pinout.png
(4 px per µm) Pins as bars across the die edge, other pins in gray.
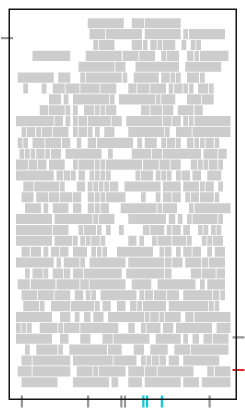
gates.png
(4 px per µm)
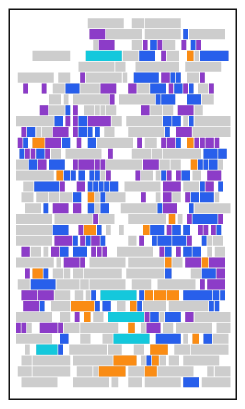
m4.png
(4 px per µm)
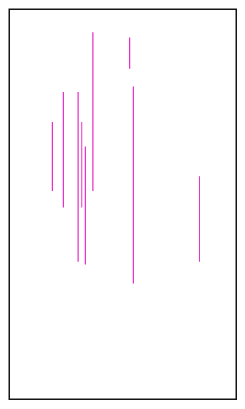
layers.png
(4 px per µm) Two of the layers only.
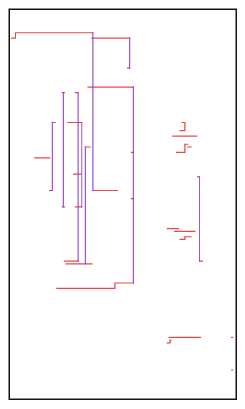
===== config.mk =====
export PLATFORM = sky130hd
export DESIGN_NAME = pattern_select_ctrl
export DESIGN_NICKNAME = d
export VERILOG_FILES = /design/src/rtl/pattern_select_ctrl.sv
export SDC_FILE = /design/constraint.sdc
export NUM_CORES = 1
export LEC_CHECK = 0
export ABC_AREA = 1
export CAP_MARGIN = 20
export CORE_ASPECT_RATIO = 1.75
export CORE_UTILIZATION = 55
export DETAILED_ROUTE_END_ITERATION = 12
export PLACE_DENSITY_LB_ADDON = 0.12
export SETUP_SLACK_MARGIN = 0.2
export SLEW_MARGIN = 0
export SYNTH_ARGS = -nofsm -noshare
export SYNTH_HDL_FRONTEND = slang
export SYNTH_SLANG_ARGS = --single-unit

===== constraint.sdc =====
create_clock -name clk -period 1.3 [get_ports clk]
set_input_delay 0.13 -clock clk [delete_from_list [all_inputs] [get_ports clk]]
set_output_delay 0.13 -clock clk [all_outputs]
set_load 0.02 [all_outputs]

===== src/rtl/pattern_select_ctrl.sv =====
// Push-button front end for the LED pattern display: synchronises and debounces
// the next/prev keys, turns presses (and optional auto-repeat) into wrap-around select steps.
module pattern_select_ctrl #(
    parameter int DEBOUNCE_CYCLES = 1000000,
    parameter int REPEAT_CYCLES   = 0,
    parameter int NUM_PATTERNS    = 5,
    parameter int SEL_W           = 3
) (
    input  logic             clk,
    input  logic             rst_n,
    input  logic             key_next_n,
    input  logic             key_prev_n,
    input  logic             hold,
    output logic [SEL_W-1:0] sel,
    output logic             sel_changed,
    output logic             next_pressed,
    output logic             prev_pressed
);

    localparam int               DW       = $clog2(DEBOUNCE_CYCLES);
    localparam logic [DW-1:0]    DB_LAST  = DW'(DEBOUNCE_CYCLES - 1);
    localparam logic [SEL_W-1:0] SEL_LAST = SEL_W'(NUM_PATTERNS - 1);

    // Bit 0 is the next key, bit 1 the prev key throughout.
    logic [1:0]       raw_s;
    logic [1:0]       sync1_r;
    logic [1:0]       sync2_r;
    logic [1:0]       pressed_r;
    logic [1:0]       pressed_d_r;
    logic [1:0]       press_s;
    logic [1:0]       repeat_s;
    logic [1:0]       step_s;
    logic [DW-1:0]    db_cnt_r [2];
    logic [SEL_W-1:0] sel_r;
    logic             sel_changed_r;

    assign raw_s = {key_prev_n, key_next_n};

    // Two-flop synchroniser, idling at the released level.
    always_ff @(posedge clk or negedge rst_n) begin
        if (!rst_n) begin
            sync1_r <= 2'b11;
            sync2_r <= 2'b11;
        end else begin
            sync1_r <= raw_s;
            sync2_r <= sync1_r;
        end
    end

    // Debouncer: a level change is accepted only after DEBOUNCE_CYCLES consecutive mismatches.
    always_ff @(posedge clk or negedge rst_n) begin
        if (!rst_n) begin
            pressed_r <= 2'b00;
            for (int k = 0; k < 2; k++) begin
                db_cnt_r[k] <= '0;
            end
        end else begin
            for (int k = 0; k < 2; k++) begin
                if ((~sync2_r[k]) != pressed_r[k]) begin
                    if (db_cnt_r[k] == DB_LAST) begin
                        pressed_r[k] <= ~sync2_r[k];
                        db_cnt_r[k]  <= '0;
                    end else begin
                        db_cnt_r[k] <= db_cnt_r[k] + DW'(1);
                    end
                end else begin
                    db_cnt_r[k] <= '0;
                end
            end
        end
    end

    // Delayed debounced level for press-edge detection.
    always_ff @(posedge clk or negedge rst_n) begin
        if (!rst_n) begin
            pressed_d_r <= 2'b00;
        end else begin
            pressed_d_r <= pressed_r;
        end
    end

    assign press_s = pressed_r & ~pressed_d_r;

    generate
        if (REPEAT_CYCLES > 0) begin : g_repeat
            localparam int            RW       = $clog2(REPEAT_CYCLES + 1);
            localparam logic [RW-1:0] REP_LAST = RW'(REPEAT_CYCLES);
            logic [RW-1:0] rep_cnt_r [2];

            // Counter is 0 in the press-event cycle, so it hits REP_LAST every REPEAT_CYCLES after it.
            always_ff @(posedge clk or negedge rst_n) begin
                if (!rst_n) begin
                    for (int k = 0; k < 2; k++) begin
                        rep_cnt_r[k] <= '0;
                    end
                end else begin
                    for (int k = 0; k < 2; k++) begin
                        if (!pressed_r[k]) begin
                            rep_cnt_r[k] <= '0;
                        end else if (rep_cnt_r[k] == REP_LAST) begin
                            rep_cnt_r[k] <= RW'(1);
                        end else begin
                            rep_cnt_r[k] <= rep_cnt_r[k] + RW'(1);
                        end
                    end
                end
            end

            // Repeat event decode.
            always_comb begin
                repeat_s = 2'b00;
                for (int k = 0; k < 2; k++) begin
                    if (pressed_r[k] && (rep_cnt_r[k] == REP_LAST)) begin
                        repeat_s[k] = 1'b1;
                    end else begin
                        repeat_s[k] = 1'b0;
                    end
                end
            end
        end else begin : g_no_repeat
            assign repeat_s = 2'b00;
        end
    endgenerate

    assign step_s = press_s | repeat_s;

    // Select register: coincident opposite steps cancel, hold discards steps outright.
    always_ff @(posedge clk or negedge rst_n) begin
        if (!rst_n) begin
            sel_r         <= '0;
            sel_changed_r <= 1'b0;
        end else if (!hold && (step_s[0] ^ step_s[1])) begin
            sel_changed_r <= 1'b1;
            if (step_s[0]) begin
                sel_r <= (sel_r == SEL_LAST) ? {SEL_W{1'b0}} : sel_r + SEL_W'(1);
            end else begin
                sel_r <= (sel_r == {SEL_W{1'b0}}) ? SEL_LAST : sel_r - SEL_W'(1);
            end
        end else begin
            sel_changed_r <= 1'b0;
        end
    end

    assign sel          = sel_r;
    assign sel_changed  = sel_changed_r;
    assign next_pressed = pressed_r[0];
    assign prev_pressed = pressed_r[1];

endmodule


==> summary.txt <==
Status - finished with violations
Failing checks - negative setup slack
CP Depth - 8
Worst Clk Skew - 0.00538 ns
N_taps - 54
Final Hold Viols - 0
Post-route cell area - 0.00392 mm²
Aoi share - 5.58%
Max FFs per register - 40
GRT overflow - 0
Top cells excl fill/tap - 63 x nor2_1, 48 x nand2_1, 36 x dfrtp_1
Die Size - 0.00548 mm²
Async S/R FF share, synth - 100%
Hold endpoint - sync1_r[1]
Switching power share of the total - 22.8%
Crit path DAT - 1.66 ns
Reg2reg setup slack - -0.11 ns
CTS tree - yes
Worst Hold Class - input pin to flop
WP data required - 1.55 ns
Crit-path max FO - 4
Seq/total area - 33.7%
Register area - 0.00132 mm²
MI comb cells - 260
Fill count - 338
Ant. Diodes - 0
Worst-Margin Slew - 0.362 ns
Placed Cells - 434
CP dominant cell by count - nand2_2
Dominant flop cell - dfrtp_1
CLK BUF - 5
Hold Startpoint - key_prev_n
Smallest hold slack - 0.214 ns
Post-Syn Area - 0.00285 mm²
Htree depth - 2
Global-route wire length before repair - 10.7 mm
Avg Inst Size Synth - 8.18 µm²
Clk_lat worst skew - 0.31 ns
Peak per-stage delay on the critical path - 0.37 ns
Buf/Inv on CP - 1
Area Growth Syn to Fin - 37.7%
Worst R2R Path Depth - 8
Number of enable flip-flop cells - 0
Maximum number of pins on one net before global-route repair - 39
Period Utilization, post-route - 109%
Top cells by count - 77 x nor2_1, 64 x nand2_1, 48 x dfrtp_1, 31 x inv_1, 20 x nand3_1
Peak supply drop - 0.877 mV
Comb. pwr - 0.178 mW
RR Endpoint - db_cnt_r[10]
Initial Util - 57.2%
1st-iter DRT viols - 82
Slew Viols, Final - 0
Crit path launch type - flop
Largest power group - sequential cells
Synth top cell by count - nor2_1
Mapped Nets - 358
Nature of the critical path endpoint - flop
Routed Antenna Nets - 0
Worst slew margin - 75.9%
Synthesized instance count - 348
CTS Buf Count - 5
Non-clk invs - 36
Clock power frac - 37.9%
Final Util - 78.7%
Die X - 56.4 µm
P_clk - 1.12 mW
Ys cells - 348
Unrepaired setup endpoints after global routing - true
Clock-pin slew on the worst setup and hold paths - 0.10 ns
Nets@finish - 414
WS Path Type - flop to flop
Power Density - 757 mW/mm²
Setup_tns - -1.50 ns
Yosys top cell by area - dfrtp_1
FFs & Latches - 52
I/O pin cnt - 11
Basic Gates by Area - 34.5%
Final WS setup - -0.114 ns
XOR/XNOR share of the synthesized area - 6.99%
Clock root buffer - clkbuf_8
CP max stage cell - dfrtp_1
Sink Count - 52
Cells along the critical path - ha_2 > nand2_2 > nor2_4 > buf_4 > nand2_2 > o21bai_1 > nand2_1 > nor2_1
Clock buffer depth - 2
Total of max-cap violations - 0
Internal power - 2.29 mW
Worst Setup SP - db_cnt_r[0]
Core ar. - 0.00498 mm²
R2r startpoint - db_cnt_r[0]
Flops after synth - 52
Yosys chip area - 0.00285 mm²
Tmin final - 1.41 ns
Crit-path leading delay family - simple AND/OR/NAND/NOR gates
Fmax - 0.707 GHz
Power Sequential - 1.66 mW
Buffering overhead - 10.9%
Non-Clock Buffer Count - 49
Adder Area Share - 2.20%
Share of layout cells above drive strength 1 - 44.4%
Setup-failing EPs final - 30
Combinational Power Share - 6.0%
Distinct lib cells - 30
Drt pass-1 iters - 4
ClkCell Share - 2.84%
Yosys warning count - 0
Max-area cell share - 42.2%
P_sw - 0.677 mW
Logic area - 0.00184 mm²
Cell area leaders - dfrtp_1 42%, nor2_1 10%, nand2_1 8.4%, xor2_1 4.3%, inv_1 4.1%
Mux area share - 0%
Notes on pinout.png above:
Cyan is `sel`, pins 3, direction output, edge bottom. Red is `rst_n`, pins 1, direction input, edge right.
Die H: 97.1 µm
# port buffers: 10

Notes on gates.png above:
Cyan is fa/ha/maj cells, cells 5, most used ha_4. Orange is aoi and oai cells, cells 25, most used o21ai_1. Blue is nand cells, cells 105, most used nand2_1. Purple is nor cells, cells 103, most used nor2_1.
Top cell excl fill/tap: nor2_1
Comb area share: 47.0%
Layout Cells excl Fill: 459

Notes on m4.png above:
The layer holds 3.6% of the routed length. The longest straight run is 49.0 µm.
DR vias: 2,506
Routed WL: 7.12 mm

Notes on layers.png above:
Purple is M4, wire length 255 µm. Red is M3, wire length 131 µm.
GRT Total Usage: 25.7%
Avg WL per Cell: 15.5 µm

repair_timing:
action | 4_1_cts | 5_1_grt
endpoints found under the setup margin | 51 | 48
pin swaps | 16 | 26
buffers inserted | 8 | 8
hold buffers | 1 | 0
endpoints found under the hold margin | 12 | 0
resized | 64 | 64
layer usage:
metal / track usage, % / part of all wire [%] / wire, µm / up-vias
met1: 24.9 / 35 / 2510 / 1225
met5: 0 / 0 / 0 / -
met2: 50.6 / 59 / 4230 / 46
met3: 3.60 / 1.8 / 131 / 20
met4: 11.8 / 3.6 / 255 / 0
li1: - / - / - / 1215
per-stage QoR:
step | worst slack [ns] | power [mW]
after detailed placement | -0.0548 | 1.84
after global placement | -0.00494 | 1.83
after CTS | -0.0396 | 2.97
after global routing | -0.179 | 3.08
final | -0.114 | 2.97
after floorplan | 0.0215 | 1.76
Power and IR drop assume default switching activity.
